--- src/rtl/alu_request_arbiter.sv ---
// Two-requester front end for a shared registered add/subtract ALU: round-robin
// grant, operand/control sequencing, and result return on a per-requester response handshake.
module alu_request_arbiter #(
    parameter int DATA_WIDTH  = 4,
    parameter int ALU_LATENCY = 1
) (
    input  logic                  clk,
    input  logic                  reset,
    input  logic                  req0_valid,
    output logic                  req0_ready,
    input  logic [DATA_WIDTH-1:0] req0_x,
    input  logic [DATA_WIDTH-1:0] req0_y,
    input  logic                  req0_op,
    input  logic                  req1_valid,
    output logic                  req1_ready,
    input  logic [DATA_WIDTH-1:0] req1_x,
    input  logic [DATA_WIDTH-1:0] req1_y,
    input  logic                  req1_op,
    output logic                  resp0_valid,
    input  logic                  resp0_ready,
    output logic                  resp1_valid,
    input  logic                  resp1_ready,
    output logic [DATA_WIDTH-1:0] resp_data,
    output logic [DATA_WIDTH-1:0] alu_x,
    output logic [DATA_WIDTH-1:0] alu_y,
    output logic [1:0]            alu_ctrl,
    input  logic [DATA_WIDTH-1:0] alu_result,
    output logic                  busy
);

    typedef enum logic [2:0] {
        ST_INIT  = 3'd0,
        ST_IDLE  = 3'd1,
        ST_ISSUE = 3'd2,
        ST_WAIT  = 3'd3,
        ST_RESP  = 3'd4
    } state_t;

    localparam int CNT_W = 3;
    localparam logic [CNT_W-1:0] CNT_LOAD = CNT_W'(ALU_LATENCY - 1);
    localparam logic [CNT_W-1:0] CNT_ZERO = {CNT_W{1'b0}};
    localparam logic [CNT_W-1:0] CNT_ONE  = {{(CNT_W-1){1'b0}}, 1'b1};

    localparam logic [1:0] CTRL_CLEAR = 2'b00;
    localparam logic [1:0] CTRL_ADD   = 2'b01;
    localparam logic [1:0] CTRL_SUB   = 2'b10;
    localparam logic [1:0] CTRL_HOLD  = 2'b11;

    state_t                state_r, state_s;
    logic [DATA_WIDTH-1:0] alu_x_r, alu_x_s;
    logic [DATA_WIDTH-1:0] alu_y_r, alu_y_s;
    logic [1:0]            alu_ctrl_r, alu_ctrl_s;
    logic [DATA_WIDTH-1:0] resp_data_r, resp_data_s;
    logic                  resp0_valid_r, resp0_valid_s;
    logic                  resp1_valid_r, resp1_valid_s;
    logic                  last_grant_r, last_grant_s;
    logic                  owner_r, owner_s;
    logic [CNT_W-1:0]      cnt_r, cnt_s;
    logic                  busy_r, busy_s;
    logic                  gnt0_s, gnt1_s;
    logic                  pick1_s;
    logic                  owner_ready_s;

    // Next-state, grant and register-update decode
    always_comb begin
        state_s       = state_r;
        alu_x_s       = alu_x_r;
        alu_y_s       = alu_y_r;
        alu_ctrl_s    = alu_ctrl_r;
        resp_data_s   = resp_data_r;
        resp0_valid_s = resp0_valid_r;
        resp1_valid_s = resp1_valid_r;
        last_grant_s  = last_grant_r;
        owner_s       = owner_r;
        cnt_s         = cnt_r;
        gnt0_s        = 1'b0;
        gnt1_s        = 1'b0;
        // requester 1 wins when alone, or on a tie when requester 0 won last
        pick1_s       = req1_valid && (!req0_valid || (last_grant_r == 1'b0));
        owner_ready_s = owner_r ? resp1_ready : resp0_ready;

        case (state_r)
            ST_INIT: begin
                // first cycle after reset: issue the clear; second: hold and go idle
                if (alu_ctrl_r == CTRL_HOLD) begin
                    alu_ctrl_s = CTRL_CLEAR;
                end else begin
                    alu_ctrl_s = CTRL_HOLD;
                    state_s    = ST_IDLE;
                end
            end
            ST_IDLE: begin
                alu_ctrl_s = CTRL_HOLD;
                if (req0_valid || req1_valid) begin
                    gnt1_s       = pick1_s;
                    gnt0_s       = !pick1_s;
                    alu_x_s      = pick1_s ? req1_x : req0_x;
                    alu_y_s      = pick1_s ? req1_y : req0_y;
                    alu_ctrl_s   = (pick1_s ? req1_op : req0_op) ? CTRL_SUB : CTRL_ADD;
                    owner_s      = pick1_s;
                    last_grant_s = pick1_s;
                    state_s      = ST_ISSUE;
                end else begin
                    state_s = ST_IDLE;
                end
            end
            ST_ISSUE: begin
                alu_ctrl_s = CTRL_HOLD;
                cnt_s      = CNT_LOAD;
                state_s    = ST_WAIT;
            end
            ST_WAIT: begin
                if (cnt_r == CNT_ZERO) begin
                    resp_data_s   = alu_result;
                    resp0_valid_s = !owner_r;
                    resp1_valid_s = owner_r;
                    state_s       = ST_RESP;
                end else begin
                    cnt_s = cnt_r - CNT_ONE;
                end
            end
            ST_RESP: begin
                if (owner_ready_s) begin
                    resp0_valid_s = 1'b0;
                    resp1_valid_s = 1'b0;
                    state_s       = ST_IDLE;
                end else begin
                    state_s = ST_RESP;
                end
            end
            default: begin
                alu_ctrl_s    = CTRL_HOLD;
                resp0_valid_s = 1'b0;
                resp1_valid_s = 1'b0;
                state_s       = ST_INIT;
            end
        endcase

        busy_s = (state_s != ST_IDLE);
    end

    // State and datapath registers
    always_ff @(posedge clk or posedge reset) begin
        if (reset) begin
            state_r       <= ST_INIT;
            alu_x_r       <= {DATA_WIDTH{1'b0}};
            alu_y_r       <= {DATA_WIDTH{1'b0}};
            alu_ctrl_r    <= CTRL_HOLD;
            resp_data_r   <= {DATA_WIDTH{1'b0}};
            resp0_valid_r <= 1'b0;
            resp1_valid_r <= 1'b0;
            last_grant_r  <= 1'b1;
            owner_r       <= 1'b0;
            cnt_r         <= CNT_ZERO;
            busy_r        <= 1'b1;
        end else begin
            state_r       <= state_s;
            alu_x_r       <= alu_x_s;
            alu_y_r       <= alu_y_s;
            alu_ctrl_r    <= alu_ctrl_s;
            resp_data_r   <= resp_data_s;
            resp0_valid_r <= resp0_valid_s;
            resp1_valid_r <= resp1_valid_s;
            last_grant_r  <= last_grant_s;
            owner_r       <= owner_s;
            cnt_r         <= cnt_s;
            busy_r        <= busy_s;
        end
    end

    assign req0_ready  = gnt0_s;
    assign req1_ready  = gnt1_s;
    assign resp0_valid = resp0_valid_r;
    assign resp1_valid = resp1_valid_r;
    assign resp_data   = resp_data_r;
    assign alu_x       = alu_x_r;
    assign alu_y       = alu_y_r;
    assign alu_ctrl    = alu_ctrl_r;
    assign busy        = busy_r;

endmodule
--- config.mk ---
export PLATFORM = sky130hd
export DESIGN_NAME = alu_request_arbiter
export DESIGN_NICKNAME = d
export VERILOG_FILES = /design/src/rtl/alu_request_arbiter.sv
export SDC_FILE = /design/constraint.sdc
export NUM_CORES = 1
export LEC_CHECK = 0
export CORE_MARGIN = 5
export CORE_UTILIZATION = 45
export CTS_CLUSTER_SIZE = 30
export DETAILED_ROUTE_END_ITERATION = 10
export PLACE_DENSITY = 0.8
export SLEW_MARGIN = 30
export SYNTH_ARGS = -nofsm -noshare
export SYNTH_HDL_FRONTEND = slang
export SYNTH_SLANG_ARGS = --single-unit
--- constraint.sdc ---
create_clock -name clk -period 3.5 [get_ports clk]
set_input_delay 0.7 -clock clk [delete_from_list [all_inputs] [get_ports clk]]
set_output_delay 0.7 -clock clk [all_outputs]
set_load 0.1 [all_outputs]
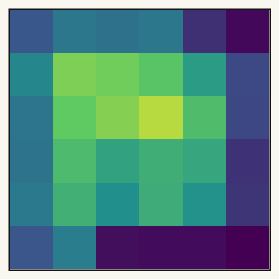
*Cell density map*
Scale: 4 px per um. 6 x 6 tiles, from dark purple (low) to yellow (high), 0 to 100% covered.
mean over tiles: 43%
fullest tile: 89%
tiles over 75% full: 14%
emptiest ninth of the die: lower right
nearly empty tiles: 2.8%

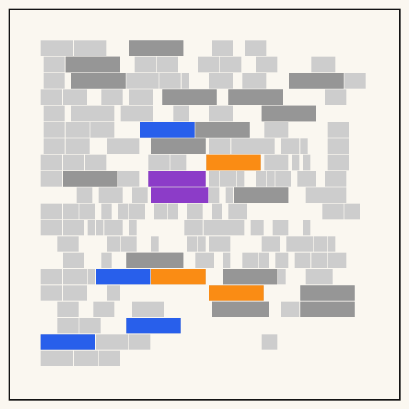
*Where the registers sit*
Scale: 6 px per um. Other sequential cells in the stronger gray, the rest of the logic in the fainter gray.
[blue] alu_x | placed flops: 4
[purple] alu_ctrl | placed flops: 2
[orange] state_r | placed flops: 3

==> metrics.yaml <==
crit_type: "input port to primary output"
status: "completed"
fp.coreArea_mm2: 0.002978
yosysChipArea_mm2: 0.001354
fillCellCount: 244
yosys_register_bits: 25
clk_pin_slew_ns: 0.13
grt_pass1_vias: 1051
synth_seq_share_pct: 46.58
antenna_cells: 0
worstHoldPathType: "flip-flop to flip-flop"
synthCells: 109
reg2reg_depth: 3
endpoint_kind: "primary output"
drtIter0Drc: 20
htree_num_levels: 1
die_area_mm2: 0.004206
min_to: "cnt_r[0]$_DFFE_PP0P_"
cts_tree: "yes"
setup_slack_ns: 0.7385
clock-root-buffer: "clkbuf_4"
aoi_share_pct: 11.55
edf_count: 0
grt_pass1_wl_um: 4892
maxSlewHeadroom_pct: 33.47
maxSlewViolCount: 0
place_area_mm2: 0.001824
gp_congestion: 0.7780
finalNonFillerCells: 189
grt_usage_pct: 14.68
period_used_pct: 78.90
r2r-end: "alu_x[1]$_DFFE_PP0P_"
max_clock_freq_mhz: 362.1
routing by layer:
layer / vias to the layer above / share of wire (%) / GRT usage [%]
met5: - / 0 / 0
met4: 0 / 0.31 / 3.166
met3: 2 / 7.7 / 4.506
met2: 36 / 46 / 24.39
met1: 472 / 46 / 18.71
li1: 484 / - / -
cell type report:
class                      count  share of cell area (%)
clock inverter                 1                  0.2703
inverter                       8                   1.622
timing repair buffer          47                   25.27
sequential                    25                   34.05
clock buffer                   3                   1.216
multi-input combinational     72                   35.34
tap                           33                   2.230
